### Pin placement

Scale bar: 50 um. Pins as bars across the die edge, other pins in gray.
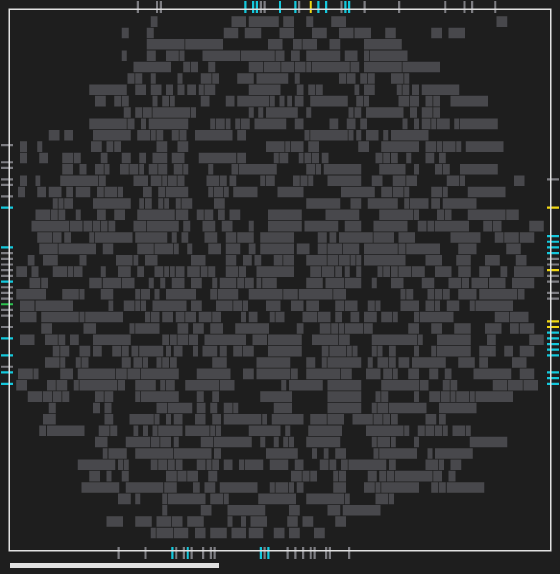
### Port wiring

Scale bar: 50 um.
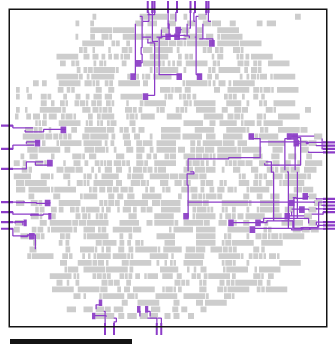
### Metal 2

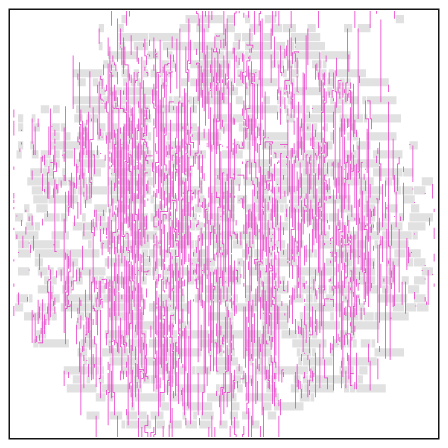
### Metal 1

Supply wires on this layer in gray.
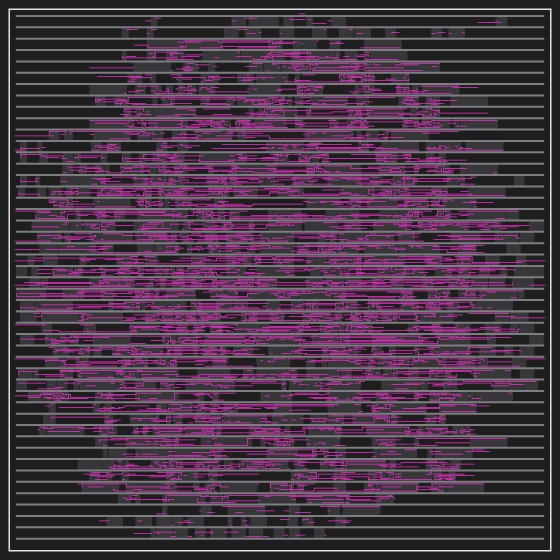
===== config.mk =====
export PLATFORM = sky130hd
export DESIGN_NAME = reg_scoreboard_decoder
export DESIGN_NICKNAME = d
export VERILOG_FILES = /design/src/rtl/reg_scoreboard_decoder.sv
export SDC_FILE = /design/constraint.sdc
export NUM_CORES = 1
export LEC_CHECK = 0
export CORE_UTILIZATION = 39
export CTS_CLUSTER_SIZE = 25
export DETAILED_ROUTE_END_ITERATION = 10
export GPL_TIMING_DRIVEN = 0
export PLACE_DENSITY = 0.63
export SYNTH_ARGS = -nofsm -noshare
export SYNTH_HDL_FRONTEND = slang
export SYNTH_SLANG_ARGS = --single-unit

===== constraint.sdc =====
create_clock -name clk -period 3.2 [get_ports clk]
set_input_delay 0.64 -clock clk [delete_from_list [all_inputs] [get_ports clk]]
set_output_delay 0.64 -clock clk [all_outputs]
set_load 0.1 [all_outputs]

===== src/rtl/reg_scoreboard_decoder.sv =====
// reg_scoreboard_decoder
//   Decodes the destination register of each issued instruction into a
//   one-hot write select and keeps a saturating count of outstanding
//   writes per register. Writebacks retire counts. The counts drive the
//   hazard (busy) flags for the two source operands.
//
// Ports
//   clk           clock, all state updates on the rising edge
//   reset_n       asynchronous active-low reset
//   flush         synchronous clear of every pending count
//   issue_en      issue request for destination issue_rd
//   issue_rd      destination index of the issuing instruction
//   issue_ready   issue can be accepted this cycle (combinational)
//   issue_onehot  one-hot decode of issue_rd, gated by issue_en & issue_ready
//   wb_en/wb_rd   writeback valid / destination index
//   rs1, rs2      source operand indices
//   rs1_busy      rs1 has a pending write (combinational)
//   rs2_busy      rs2 has a pending write (combinational)
//   busy_vec      bit i set while register i has a pending write
//   wb_err        one-cycle pulse: writeback to a register with nothing pending
module reg_scoreboard_decoder #(
    parameter int ADDR_W    = 5,
    parameter int CNT_W     = 2,
    parameter int ZERO_REG  = 31,
    parameter int WB_BYPASS = 1
) (
    input  logic                   clk,
    input  logic                   reset_n,
    input  logic                   flush,
    input  logic                   issue_en,
    input  logic [ADDR_W-1:0]      issue_rd,
    output logic                   issue_ready,
    output logic [2**ADDR_W-1:0]   issue_onehot,
    input  logic                   wb_en,
    input  logic [ADDR_W-1:0]      wb_rd,
    input  logic [ADDR_W-1:0]      rs1,
    input  logic [ADDR_W-1:0]      rs2,
    output logic                   rs1_busy,
    output logic                   rs2_busy,
    output logic [2**ADDR_W-1:0]   busy_vec,
    output logic                   wb_err
);

    localparam int                NREGS    = 2**ADDR_W;
    localparam logic [CNT_W-1:0]  MAXCNT   = {CNT_W{1'b1}};
    localparam logic [CNT_W-1:0]  ONE      = CNT_W'(1);
    localparam logic [ADDR_W-1:0] ZERO_IDX = ADDR_W'(ZERO_REG);

    logic [CNT_W-1:0] cnt [NREGS];
    logic [NREGS-1:0] inc;
    logic [NREGS-1:0] dec;
    logic             issue_fire;

    // A full counter can still accept an issue when a writeback to the same
    // register retires one entry in this cycle (unless flush discards it).
    assign issue_ready = (cnt[issue_rd] != MAXCNT)
                      || (wb_en && (wb_rd == issue_rd) && !flush)
                      || (issue_rd == ZERO_IDX);
    assign issue_fire  = issue_en && issue_ready;

    always_comb begin
        issue_onehot = '0;
        inc          = '0;
        dec          = '0;
        busy_vec     = '0;
        for (int i = 0; i < NREGS; i++) begin
            issue_onehot[i] = issue_fire && (issue_rd == ADDR_W'(i));
            inc[i]          = issue_onehot[i] && (ADDR_W'(i) != ZERO_IDX);
            dec[i]          = wb_en && (wb_rd == ADDR_W'(i)) && (cnt[i] != '0);
            busy_vec[i]     = (cnt[i] != '0);
        end
    end

    // A retiring writeback on the last pending entry hides the hazard in the
    // same cycle when bypass is enabled.
    assign rs1_busy = (cnt[rs1] != '0) && (rs1 != ZERO_IDX)
                   && !((WB_BYPASS != 0) && wb_en && (wb_rd == rs1) && (cnt[rs1] == ONE));
    assign rs2_busy = (cnt[rs2] != '0) && (rs2 != ZERO_IDX)
                   && !((WB_BYPASS != 0) && wb_en && (wb_rd == rs2) && (cnt[rs2] == ONE));

    always_ff @(posedge clk or negedge reset_n) begin
        if (!reset_n) begin
            for (int i = 0; i < NREGS; i++) begin
                cnt[i] <= '0;
            end
            wb_err <= 1'b0;
        end else begin
            for (int i = 0; i < NREGS; i++) begin
                if (flush) begin
                    cnt[i] <= '0;
                end else if (inc[i] && !dec[i] && (cnt[i] != MAXCNT)) begin
                    cnt[i] <= cnt[i] + ONE;
                end else if (dec[i] && !inc[i]) begin
                    cnt[i] <= cnt[i] - ONE;
                end
            end
            wb_err <= wb_en && (wb_rd != ZERO_IDX) && (cnt[wb_rd] == '0) && !flush;
        end
    end

endmodule


==> CHANGELOG.md <==
### Physical design

* Clock skew at 0.00496 ns
* Worst Slack Setup Final at -0.0155 ns
* Non-filler cells, final at 1073
* Initial Utilization at 39.9%
* Cell Rows at 46
* Outcome: finished, violations left
* Antenna Cells at 0
* Final net count at 878
* Core area at 15800 um^2
* Most frequent cell after synthesis: nand2_1
* # DRC at 0
* R2r setup slk at 0.83 ns
* Failing checks: setup timing
* Post-route cell area at 8260 um^2
* Fraction of area in non-clock buffers at 14.7%
* Fin Setup TNS at -0.0155 ns
* # setup viols final at 1
* Comb area share at 58.0%
* IO Pins at 93
* Vias at 6605
* Final antenna-violating net count at 0
* CTS tree: yes
* CP endpoint: issue_ready
* CP Class: in2out
* Yosys cell types at 62
* Final Cycle Share at 100%
* Cell Area, Synth at 6320 um^2
* Pre-CTS WS at -1.66 ns
* Clk pin slew, worst setup/hold paths at 0.05 ns
* Yosys reg bits at 65
* YS warnings at 0
-- 'Pin placement' (at the start) --
Key: green = `wb_err` [pins 1, direction output, edge west]; yellow = `rs1` [pins 5, direction input, edge 4 east, 1 north]; cyan = `busy_vec` [pins 32, direction output, edge 12 east, 9 north, 7 west, 4 south]

-- 'Port wiring' (at the start) --
Key: purple = `busy_vec` [bits 32, direction output, end cells 32, buffers 32, wire 880 um]

-- 'Metal 2' (at the start) --
719 nets have wire on it. The longest straight run is 51.0 um.

-- 'Metal 1' (at the start) --
The wires run mostly horizontal. The layer holds 43% of the routed length.

sequential cells by signal (all words and copies together), names as in the netlist:
| signal | cells |
|---|---|
| wb_err | 1 |
| cnt | 64 |
power groups by stage:
stage	registers, mW	clock network (mW)	logic (mW)
2_1_floorplan	0.853	0	0.345
3_3_place_gp	0.852	0	0.512
3_5_place_dp	0.851	0	0.512
4_1_cts	0.837	1.01	0.554
5_1_grt	0.838	1.03	0.594
6_report	0.838	1.00	0.568
what timing repair did:
action,4_1_cts,5_1_grt
hold buffers,0,0
pin swaps,8,7
setup buffers,16,0
resized,283,38
setup endpoints to repair,35,24
routing by layer:
| layer | wire (um) | track usage (%) |
|---|---|---|
| met1 | 10300 | 42.6 |
| met2 | 10500 | 43.2 |
| met3 | 2550 | 6.32 |
| met4 | 664 | 12.7 |
| met5 | 0 | 0 |
Power and IR drop assume default switching activity.
